==> src/rtl/vend_txn_sequencer.sv <==
// Vending transaction sequencer: coin credit, product dispense and
// Rs.5 change ejection with registered handshake outputs.
module vend_txn_sequencer #(
  parameter int PRICE_NEWS  = 5,
  parameter int PRICE_BAR   = 10,
  parameter int PRICE_JUICE = 15,
  parameter int MAX_CREDIT  = 30,
  parameter int TIMEOUT     = 200
) (
  input  logic       clock,
  input  logic       reset,
  input  logic       coin_valid,
  input  logic [4:0] coin_value,
  input  logic       select_valid,
  input  logic [1:0] select_product,
  input  logic       cancel,
  output logic       disp_req,
  output logic [1:0] disp_item,
  input  logic       disp_ack,
  output logic       chg_req,
  input  logic       chg_ack,
  output logic [4:0] credit,
  output logic       busy,
  output logic       coin_reject,
  output logic       err_insufficient,
  output logic       done
);

  typedef enum logic [1:0] {
    S_IDLE, S_CREDIT, S_DISP, S_CHANGE
  } state_t;

  localparam logic [5:0] MAX_C = 6'(MAX_CREDIT);
  localparam logic [7:0] TMO_LAST = 8'(TIMEOUT - 1);

  state_t     state;
  logic [7:0] tmr;
  logic       coin_ok;
  logic       sel_on;
  logic [5:0] sum;
  logic [4:0] price;

  always_comb begin
    coin_ok = coin_valid &&
      (coin_value == 5'd5 || coin_value == 5'd10 ||
       coin_value == 5'd20);
    sel_on = select_valid && (select_product != 2'b00);
    sum = {1'b0, credit} + {1'b0, coin_value};
    price = 5'd0;
    unique case (select_product)
      2'b01:   price = 5'(PRICE_NEWS);
      2'b10:   price = 5'(PRICE_BAR);
      2'b11:   price = 5'(PRICE_JUICE);
      default: price = 5'd0;
    endcase
  end

  always_ff @(posedge clock) begin
    if (reset) begin
      state            <= S_IDLE;
      tmr              <= 8'd0;
      credit           <= 5'd0;
      disp_req         <= 1'b0;
      disp_item        <= 2'b00;
      chg_req          <= 1'b0;
      busy             <= 1'b0;
      coin_reject      <= 1'b0;
      err_insufficient <= 1'b0;
      done             <= 1'b0;
    end else begin
      coin_reject      <= 1'b0;
      err_insufficient <= 1'b0;
      done             <= 1'b0;
      unique case (state)
        S_IDLE: begin
          if (coin_ok) begin
            credit <= coin_value;
            tmr    <= 8'd0;
            busy   <= 1'b1;
            state  <= S_CREDIT;
          end else begin
            coin_reject <= coin_valid;
          end
        end
        S_CREDIT: begin
          if (cancel) begin
            coin_reject <= coin_valid;
            chg_req     <= 1'b1;
            tmr         <= 8'd0;
            state       <= S_CHANGE;
          end else if (sel_on) begin
            coin_reject <= coin_valid;
            tmr         <= 8'd0;
            if (credit >= price) begin
              credit    <= credit - price;
              disp_item <= select_product;
              disp_req  <= 1'b1;
              state     <= S_DISP;
            end else begin
              err_insufficient <= 1'b1;
            end
          end else if (coin_ok && sum <= MAX_C) begin
            credit <= sum[4:0];
            tmr    <= 8'd0;
          end else begin
            // idle cycle (rejected coins do not count as activity)
            coin_reject <= coin_valid;
            if (tmr == TMO_LAST) begin
              chg_req <= 1'b1;
              tmr     <= 8'd0;
              state   <= S_CHANGE;
            end else begin
              tmr <= tmr + 8'd1;
            end
          end
        end
        S_DISP: begin
          coin_reject <= coin_valid;
          if (disp_ack) begin
            disp_req <= 1'b0;
            if (credit != 5'd0) begin
              chg_req <= 1'b1;
              state   <= S_CHANGE;
            end else begin
              busy  <= 1'b0;
              done  <= 1'b1;
              state <= S_IDLE;
            end
          end
        end
        S_CHANGE: begin
          coin_reject <= coin_valid;
          if (chg_req && chg_ack) begin
            credit  <= credit - 5'd5;
            chg_req <= 1'b0;
            if (credit == 5'd5) begin
              busy  <= 1'b0;
              done  <= 1'b1;
              state <= S_IDLE;
            end
          end else begin
            chg_req <= 1'b1;
          end
        end
        default: state <= S_IDLE;
      endcase
    end
  end

endmodule

==> config.mk <==
export PLATFORM = sky130hd
export DESIGN_NAME = vend_txn_sequencer
export DESIGN_NICKNAME = d
export VERILOG_FILES = /design/src/rtl/vend_txn_sequencer.sv
export SDC_FILE = /design/constraint.sdc
export NUM_CORES = 1
export LEC_CHECK = 0
export ABC_AREA = 1
export CORE_MARGIN = 3
export CORE_UTILIZATION = 55
export CTS_CLUSTER_SIZE = 14
export DETAILED_ROUTE_END_ITERATION = 8
export GPL_TIMING_DRIVEN = 0
export PLACE_DENSITY = 0.78
export SYNTH_ARGS = -nofsm -noshare
export SYNTH_HDL_FRONTEND = slang
export SYNTH_SLANG_ARGS = --single-unit
==> constraint.sdc <==
create_clock -name clock -period 3.3 [get_ports clock]
set_clock_uncertainty 0.15 [all_clocks]
set_input_delay 0.99 -clock clock [delete_from_list [all_inputs] [get_ports clock]]
set_output_delay 0.99 -clock clock [all_outputs]
set_load 0.02 [all_outputs]
gate_families.png
(6 px per um)
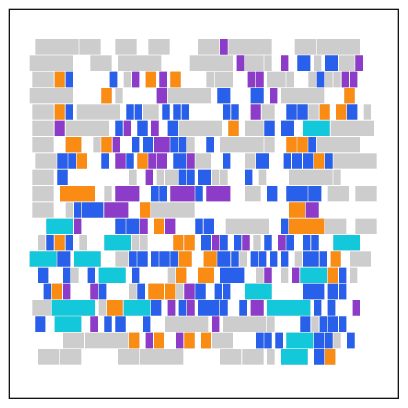
color	family	cells
orange	inverting AOI/OAI gates	39
cyan	adder and majority cells	15
purple	NOR gates	47
blue	NAND gates	118
most used logic cell in the final layout: nand2_1
final instance count without filler cells: 366
multi-input gate share of the layout cell area: 56.7%

==> qor_table.md <==
| Result | Reported | Unit |
| --- | --- | --- |
| Endpoint of the worst register-to-register path | credit[2] | - |
| Total of flip-flops plus latches after synthesis | 23 | - |
| Logic Gate Count | 227 | - |
| Remaining global-route overflow | 0 | - |
| Setup crit end | credit[2] | - |
| Multiplexer fraction of the synthesized cell area | 0 | % |
| Antenna violations before repair | 0 | - |
| Master cell of the clock root buffer | clkbuf_4 | - |
| Final routed DRC violation total | 0 | - |
| Vert. Die Dim | 64.6 | um |
| Flip-flop and latch share of the layout cell area | 20.6 | % |
| Hold Startpoint | disp_item[1] | - |
| Met1 routing resource usage after global routing | 31.3 | % |
| Number of buffers added on ports | 26 | - |
| Most used flip-flop cell after synthesis | dfxtp_1 | - |
| Combinational group power | 1030 | uW |
| Die area | 4170 | um^2 |
| Sequential cell area | 460 | um^2 |
| Slack of the worst reg-to-reg path | 960 | ps |
| Number of flip-flops in the largest register | 8 | - |
| H-tree Lvls | 1 | - |
| Placement Rows | 20 | - |
| Final critical delay including setup and external delays | 3100 | ps |
| Final GP Congestion | 0.894 | - |
| Highest layer used for signal routing | met4 | - |
| Combinational share of power | 64.4 | % |
| Setup total negative slack | 0 | ps |
| Outcome | completed | - |
| Clock transition at the register clock pins on the worst setup and hold paths after CTS | 140 | ps |
| Worst Tran Pin Value | 490 | ps |
| Leading cell types in the layout, fill and taps excluded | nand2_1, nor2_1, inv_1 | - |
| Syn Area/Cell | 6.47 | um^2 |
| Share of synthesized cell area in full adder, half adder and majority cells | 10.7 | % |
| Worst stage delay on the critical path | 530 | ps |
| Fraction of final layout cells with drive strength greater than 1 | 10.6 | % |
| Most area-hungry cell class in the final design | logic gates | - |
| Power share of the sequential group | 26.9 | % |
| First-pass detailed-route iteration total | 4 | - |
| Synthesized netlist cell count | 292 | - |
| Area of the mapped netlist | 1890 | um^2 |
pins.png
(6 px per um) Pins as bars across the die edge, other pins in gray.
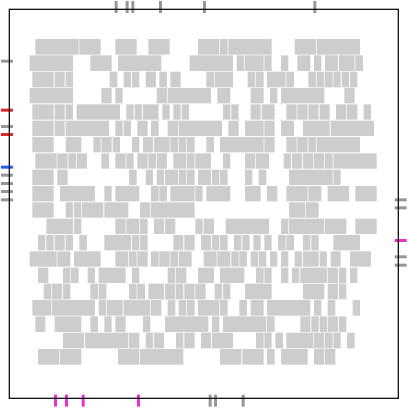
color	port	pins	direction	edge
magenta	`credit`	5	output	4 bottom, 1 right
blue	`disp_req`	1	output	left
red	`disp_item`	2	output	left
all pins by edge	9 left, 7 bottom, 6 top, 5 right

Power figures rest on the tool's default switching activity, not on a simulated workload.
